### Cell sizes after repair

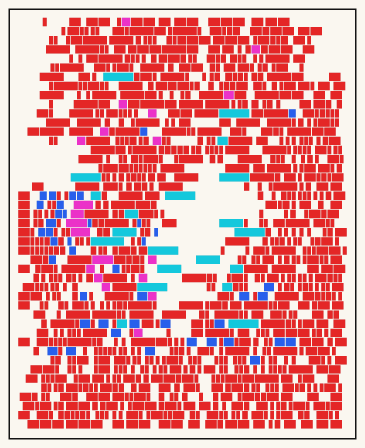
### Signal metal coverage by tile

The bar under the picture is 20 µm long. 21 x 25 tiles, from dark purple (low) to yellow (high), scaled to the fullest tile. Values are wire area over tile area, all layers added.
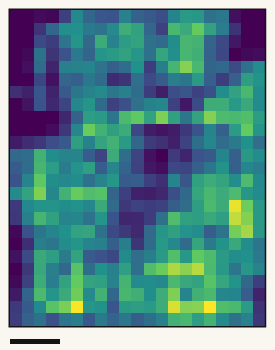
### Routing congestion

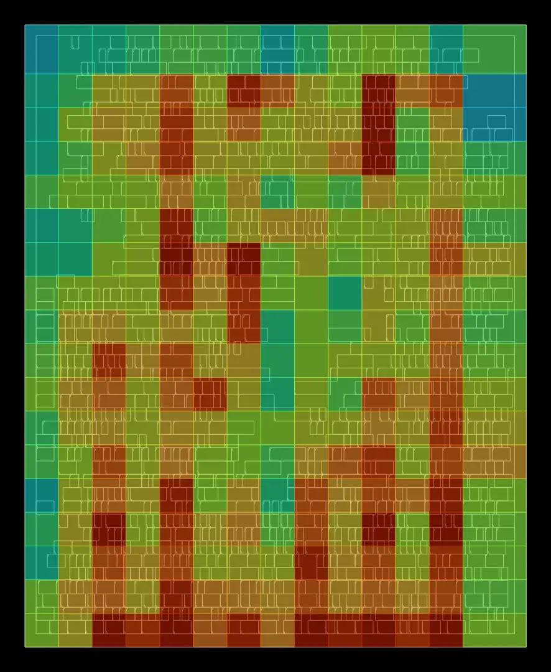
### Placed cells, one colour a class

The bar under the picture is 20 µm long.
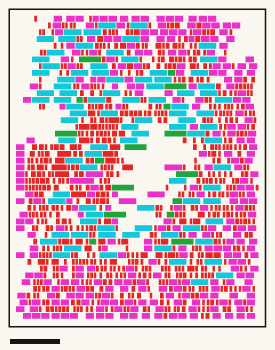
### Wires at chosen ports, followed through buffers

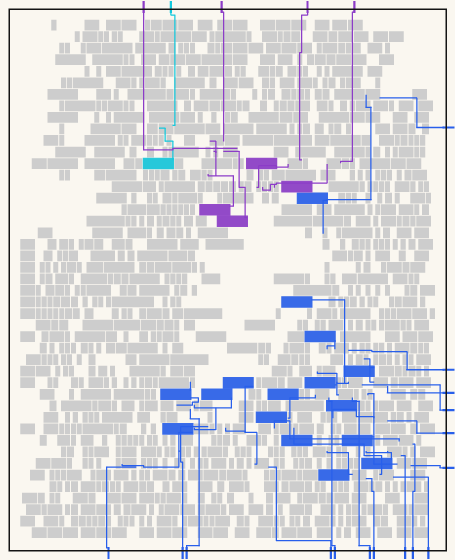
**config.mk**
```make
export PLATFORM = sky130hd
export DESIGN_NAME = alu_arbiter_flat
export DESIGN_NICKNAME = d
export VERILOG_FILES = /design/src/rtl/alu_arbiter_if.sv /design/src/rtl/alu_arbiter.sv /design/src/flat_wrapper.sv
export SDC_FILE = /design/constraint.sdc
export NUM_CORES = 1
export LEC_CHECK = 0
export ABC_AREA = 1
export CAP_MARGIN = 20
export CORE_ASPECT_RATIO = 1.25
export CORE_MARGIN = 2
export CORE_UTILIZATION = 45
export DETAILED_ROUTE_END_ITERATION = 10
export MAX_ROUTING_LAYER = met4
export PLACE_DENSITY = 0.95
export SLEW_MARGIN = 20
export SYNTH_ARGS = -nofsm -noshare
export SYNTH_HDL_FRONTEND = slang
export SYNTH_SLANG_ARGS = --single-unit
```
**constraint.sdc**
```tcl
create_clock -name clk -period 3 [get_ports clk]
set_input_delay 0.6 -clock clk [delete_from_list [all_inputs] [get_ports clk]]
set_output_delay 0.6 -clock clk [all_outputs]
set_load 0.05 [all_outputs]
```
**src/rtl/alu_arbiter_if.sv**
```systemverilog
// Bundle between the ALU arbiter, its requesters and the shared ALU.
// The arbiter uses the slave modport; the requester/ALU side uses master.
interface alu_arbiter_if #(
  parameter int NREQ = 4,
  parameter int W    = 16
);
  logic [NREQ-1:0]   req;
  logic [4*NREQ-1:0] op_code;
  logic [W*NREQ-1:0] opa;
  logic [W*NREQ-1:0] opb;
  logic [NREQ-1:0]   opa_sign;
  logic [NREQ-1:0]   grant;
  logic [NREQ-1:0]   done;
  logic [2*W-1:0]    result;
  logic              res_sign;
  logic              err;
  logic              busy;
  logic [3:0]        alu_operator;
  logic [W-1:0]      alu_operand1;
  logic [W-1:0]      alu_operand2;
  logic              alu_op1_sign;
  logic              alu_op2_sign;
  logic [2*W-1:0]    alu_result;
  logic              alu_sign;

  modport slave (
    input  req, op_code, opa, opb, opa_sign, alu_result, alu_sign,
    output grant, done, result, res_sign, err, busy,
           alu_operator, alu_operand1, alu_operand2, alu_op1_sign, alu_op2_sign
  );

  modport master (
    output req, op_code, opa, opb, opa_sign, alu_result, alu_sign,
    input  grant, done, result, res_sign, err, busy,
           alu_operator, alu_operand1, alu_operand2, alu_op1_sign, alu_op2_sign
  );
endinterface

```
**src/rtl/alu_arbiter.sv**
```systemverilog
// Round-robin arbiter sharing one multi-cycle ALU between NREQ requesters.
// Validates the latched operation, waits ALU_LAT cycles, then returns the clamped result.
//
// state | meaning
// IDLE  | no owner; arbitrate round-robin from ptr+1
// ISSUE | operands latched to ALU; validate operator/divisor
// WAIT  | count ALU settle cycles, capture result at zero
// RESP  | one-cycle done pulse to the owner
module alu_arbiter #(
  parameter int NREQ    = 4,
  parameter int W       = 16,
  parameter int ALU_LAT = 1
) (
  input logic         clk,
  input logic         rst,
  alu_arbiter_if.slave bus
);
  localparam int PW = (NREQ > 1) ? $clog2(NREQ) : 1;
  localparam int CW = 4;

  typedef enum logic [1:0] {IDLE, ISSUE, WAIT, RESP} state_t;

  state_t            state, state_n;
  logic [PW-1:0]     ptr, ptr_n;
  logic [PW-1:0]     owner, owner_n;
  logic [PW-1:0]     winner;
  logic              found;
  logic [CW-1:0]     cnt, cnt_n;
  logic [NREQ-1:0]   grant, grant_n;
  logic [NREQ-1:0]   done, done_n;
  logic [2*W-1:0]    result, result_n;
  logic              res_sign, res_sign_n;
  logic              err, err_n;
  logic              busy, busy_n;
  logic [3:0]        op, op_n;
  logic [W-1:0]      opnd1, opnd1_n;
  logic [W-1:0]      opnd2, opnd2_n;
  logic              sign1, sign1_n;
  logic              invalid;
  logic              ovf;

  // Scan starts one past the last owner so every requester gets a turn.
  always_comb begin
    winner = '0;
    found  = 1'b0;
    for (int k = 1; k <= NREQ; k++) begin
      if (!found && bus.req[(int'(ptr) + k) % NREQ]) begin
        winner = PW'((int'(ptr) + k) % NREQ);
        found  = 1'b1;
      end
    end
  end

  assign invalid = !(op inside {4'd10, 4'd11, 4'd12, 4'd13}) ||
                   ((op == 4'd13) && (opnd2 == '0));
  assign ovf     = bus.alu_result > (2*W)'(9999);

  always_comb begin
    state_n    = state;
    ptr_n      = ptr;
    owner_n    = owner;
    cnt_n      = cnt;
    grant_n    = grant;
    done_n     = '0;
    result_n   = result;
    res_sign_n = res_sign;
    err_n      = err;
    op_n       = op;
    opnd1_n    = opnd1;
    opnd2_n    = opnd2;
    sign1_n    = sign1;

    case (state)
      IDLE: begin
        if (found) begin
          state_n         = ISSUE;
          owner_n         = winner;
          grant_n         = '0;
          grant_n[winner] = 1'b1;
          op_n            = bus.op_code[4*int'(winner) +: 4];
          opnd1_n         = bus.opa[W*int'(winner) +: W];
          opnd2_n         = bus.opb[W*int'(winner) +: W];
          sign1_n         = bus.opa_sign[winner];
        end
      end
      ISSUE: begin
        if (invalid) begin
          state_n    = RESP;
          result_n   = '0;
          res_sign_n = 1'b0;
          err_n      = 1'b1;
          done_n     = grant;
        end else begin
          state_n = WAIT;
          cnt_n   = CW'(ALU_LAT - 1);
        end
      end
      WAIT: begin
        if (cnt != '0) begin
          cnt_n = cnt - CW'(1);
        end else begin
          state_n    = RESP;
          result_n   = ovf ? {{W{1'b0}}, {W{1'b1}}} : bus.alu_result;
          err_n      = ovf;
          res_sign_n = bus.alu_sign;
          done_n     = grant;
        end
      end
      RESP: begin
        state_n = IDLE;
        grant_n = '0;
        ptr_n   = owner;
        op_n    = '0;
        opnd1_n = '0;
        opnd2_n = '0;
        sign1_n = 1'b0;
      end
      default: begin
        state_n = IDLE;
        grant_n = '0;
      end
    endcase

    busy_n = (state_n != IDLE);
  end

  always_ff @(posedge clk) begin
    if (rst) begin
      state    <= IDLE;
      ptr      <= PW'(NREQ - 1);
      owner    <= '0;
      cnt      <= '0;
      grant    <= '0;
      done     <= '0;
      result   <= '0;
      res_sign <= 1'b0;
      err      <= 1'b0;
      busy     <= 1'b0;
      op       <= '0;
      opnd1    <= '0;
      opnd2    <= '0;
      sign1    <= 1'b0;
    end else begin
      state    <= state_n;
      ptr      <= ptr_n;
      owner    <= owner_n;
      cnt      <= cnt_n;
      grant    <= grant_n;
      done     <= done_n;
      result   <= result_n;
      res_sign <= res_sign_n;
      err      <= err_n;
      busy     <= busy_n;
      op       <= op_n;
      opnd1    <= opnd1_n;
      opnd2    <= opnd2_n;
      sign1    <= sign1_n;
    end
  end

  assign bus.grant        = grant;
  assign bus.done         = done;
  assign bus.result       = result;
  assign bus.res_sign     = res_sign;
  assign bus.err          = err;
  assign bus.busy         = busy;
  assign bus.alu_operator = op;
  assign bus.alu_operand1 = opnd1;
  assign bus.alu_operand2 = opnd2;
  assign bus.alu_op1_sign = sign1;
  assign bus.alu_op2_sign = 1'b0;
endmodule

```
**src/flat_wrapper.sv**
```systemverilog
// flat-port wrapper written by rule: the top's interface ports become plain ports
module alu_arbiter_flat 
#(
  parameter int NREQ    = 4,
  parameter int W       = 16,
  parameter int ALU_LAT = 1
)
  (clk, rst, bus_req, bus_op_code, bus_opa, bus_opb, bus_opa_sign, bus_alu_result, bus_alu_sign, bus_grant, bus_done, bus_result, bus_res_sign, bus_err, bus_busy, bus_alu_operator, bus_alu_operand1, bus_alu_operand2, bus_alu_op1_sign, bus_alu_op2_sign);
  alu_arbiter_if #(.NREQ(NREQ), .W(W)) bus_i ();
  input logic clk;
  input logic rst;
  input wire logic [$bits(bus_i.req)-1:0] bus_req;
  input wire logic [$bits(bus_i.op_code)-1:0] bus_op_code;
  input wire logic [$bits(bus_i.opa)-1:0] bus_opa;
  input wire logic [$bits(bus_i.opb)-1:0] bus_opb;
  input wire logic [$bits(bus_i.opa_sign)-1:0] bus_opa_sign;
  input wire logic [$bits(bus_i.alu_result)-1:0] bus_alu_result;
  input wire logic [$bits(bus_i.alu_sign)-1:0] bus_alu_sign;
  output wire logic [$bits(bus_i.grant)-1:0] bus_grant;
  output wire logic [$bits(bus_i.done)-1:0] bus_done;
  output wire logic [$bits(bus_i.result)-1:0] bus_result;
  output wire logic [$bits(bus_i.res_sign)-1:0] bus_res_sign;
  output wire logic [$bits(bus_i.err)-1:0] bus_err;
  output wire logic [$bits(bus_i.busy)-1:0] bus_busy;
  output wire logic [$bits(bus_i.alu_operator)-1:0] bus_alu_operator;
  output wire logic [$bits(bus_i.alu_operand1)-1:0] bus_alu_operand1;
  output wire logic [$bits(bus_i.alu_operand2)-1:0] bus_alu_operand2;
  output wire logic [$bits(bus_i.alu_op1_sign)-1:0] bus_alu_op1_sign;
  output wire logic [$bits(bus_i.alu_op2_sign)-1:0] bus_alu_op2_sign;
  assign bus_i.req = bus_req;
  assign bus_i.op_code = bus_op_code;
  assign bus_i.opa = bus_opa;
  assign bus_i.opb = bus_opb;
  assign bus_i.opa_sign = bus_opa_sign;
  assign bus_i.alu_result = bus_alu_result;
  assign bus_i.alu_sign = bus_alu_sign;
  assign bus_grant = bus_i.grant;
  assign bus_done = bus_i.done;
  assign bus_result = bus_i.result;
  assign bus_res_sign = bus_i.res_sign;
  assign bus_err = bus_i.err;
  assign bus_busy = bus_i.busy;
  assign bus_alu_operator = bus_i.alu_operator;
  assign bus_alu_operand1 = bus_i.alu_operand1;
  assign bus_alu_operand2 = bus_i.alu_operand2;
  assign bus_alu_op1_sign = bus_i.alu_op1_sign;
  assign bus_alu_op2_sign = bus_i.alu_op2_sign;
  alu_arbiter #(.NREQ(NREQ), .W(W), .ALU_LAT(ALU_LAT)) u_core (.clk(clk), .rst(rst), .bus(bus_i));
endmodule
```
==> results.sh <==
# source this file to load flow results
export IMPL_status="finished, final reports clean"
export IMPL_cp_end_kind="flop"
export IMPL_p_per_area_nw_per_um2=1080
export IMPL_nNetsFinal=1317
export IMPL_grt_overflow=0
export IMPL_syn_inst=887
export IMPL_post_drt_wl_per_cell_um=14.3
export IMPL_worstPathCellList="clkdlybuf4s50_1 > nor4_1 > nand4_1 > nor2_1 > nand2_1 > nor3_1 > nor2_1"
export IMPL_ys_chip_area_um2=5480
export IMPL_drt_first_pass_iters=5
export IMPL_dpl_hpwl_um=13800
export IMPL_startpoint_type="input port"
export IMPL_clkLatencyLatePin_ns=0.34
export IMPL_die_w_um=103
export IMPL_warning_count=31
export IMPL_antenna_cells=0
export IMPL_largest_reg_flops=32
export IMPL_ys_warn_count=0
export IMPL_reg2reg_slack_ns=0.66
export IMPL_r2r_end="u_core.bus.alu_operator[1]"
export IMPL_clk_pin_slew_ns=0.07
export IMPL_drc_errors=0
export IMPL_top_cells_by_count="nand2_1, nand3_1, dfxtp_1"
export IMPL_grt_pass1_wl_um=28800
export IMPL_finalCritPeriodShare_pct=80.0
export IMPL_worst_clock_skew_ns=0.00713
export IMPL_crit_path_frequent_cell="nor2_1"
export IMPL_fp_dieH_um=127
export IMPL_cts_resized=0
export IMPL_path_buffers=1
export IMPL_path_depth=7
export IMPL_leakagePower_nw=3.68
export IMPL_area_growth_pct=54.7
export IMPL_cts_root_buf="clkbuf_16"
export IMPL_critPathMaxStageDelay_ns=0.75
export IMPL_lay_top_count="nand2_1"
export IMPL_antenna_found_initial=0
export IMPL_ir_drop_mv=0.700
export IMPL_slew_viol_final=0
export IMPL_cts_setup_buffers=0
export IMPL_tns_ns=0
export IMPL_holdPathStages=2
export IMPL_clock_sinks=90
Back to the opening pictures, 'Cell sizes after repair':
| size | colour | cells | share |
|---|---|---|---|
| _0 and _1 cells | red | 1,046 | 93% |
| _3 and _4 cells | magenta | 20 | 1.8% |
| _6 and larger | cyan | 20 | 1.8% |
| _2 cells | blue | 42 | 3.7% |

Back to the opening pictures, 'Signal metal coverage by tile':
densest ninth of the die: lower right
fullest tile: 0.58
tiles over half the peak: 35%

Back to the opening pictures, 'Routing congestion':
GR Util All Layers: 28.3%
post-layout util: 70.6%

Back to the opening pictures, 'Placed cells, one colour a class':
| class | colour | cells | share of their area |
|---|---|---|---|
| clock drivers and dummy loads | green | 16 | 3.5% |
| flops | cyan | 90 | 22% |
| other buffers and delay cells | magenta | 283 | 35% |
| combinational and other logic | red | 739 | 40% |

Back to the opening pictures, 'Wires at chosen ports, followed through buffers':
| port | colour | bits | direction | end cells | buffers | wire |
|---|---|---|---|---|---|---|
| `bus_alu_operand1` | blue | 16 | output | 16 | 16 | 742 µm |
| `bus_grant` | purple | 4 | output | 4 | 4 | 245 µm |
| `bus_err` | cyan | 1 | output | 1 | 1 | 39.0 µm |

## layer usage
| metal | routed length, µm | track usage, % | vias to the layer above |
|---|---|---|---|
| li1 | - | - | 3286 |
| met1 | 7100 | 31.3 | 2963 |
| met2 | 9440 | 49.1 | 234 |
| met3 | 1240 | 4.38 | 53 |
| met4 | 709 | 13.6 | 0 |
| met5 | 0 | - | - |
## tightest hold or removal path, delay by kind of cell (launching register included)
| family | cells | cell delay, ns |
|---|---|---|
| AND/OR/NAND/NOR | 2 | 0.09 |
| flip-flops | 1 | 0.31 |
## layout make-up
class / count / area share, %
clock buffers: 9 / 2.66
clock inverters: 7 / 0.768
inverters: 34 / 1.57
multi-input cells: 705 / 37.6
flip-flops and latches: 90 / 21.3
well taps: 164 / 2.42
repair buffers: 283 / 33.7
## per-stage QoR
step,power [mW],area [µm²],instances,worst slack [ns]
after floorplan,6.31,5480,887,1.06
after global placement,7.87,8150,1275,0.0214
after detailed placement,7.96,8150,1275,-0.0505
after CTS,9.09,8440,1291,0.320
after global routing,9.82,8470,1292,0.376
final,9.14,8470,1292,0.599
## logic make-up (layout without fill, tap and decap cells)
| group | count (synthesis) | in the layout | synth area share (%) |
|---|---|---|---|
| AND/OR/NAND/NOR | 614 | 614 | 46.8 |
| buffers and inverters | 92 | 333 | 9.35 |
| flip-flops | 90 | 90 | 32.9 |
| AND-OR/OR-AND | 81 | 81 | 8.98 |
| adder cells (fa/ha/maj) | 7 | 7 | 1.60 |
| XOR/XNOR | 2 | 2 | 0.320 |
| other | 1 | 1 | 0.0685 |
## power breakdown
part           total, mW  internal [mW]  switching, mW
logic               6.16           2.10           4.06
clock network       1.11          0.584          0.526
registers           1.86           1.57          0.296
Power is estimated from default activity; no workload was simulated.
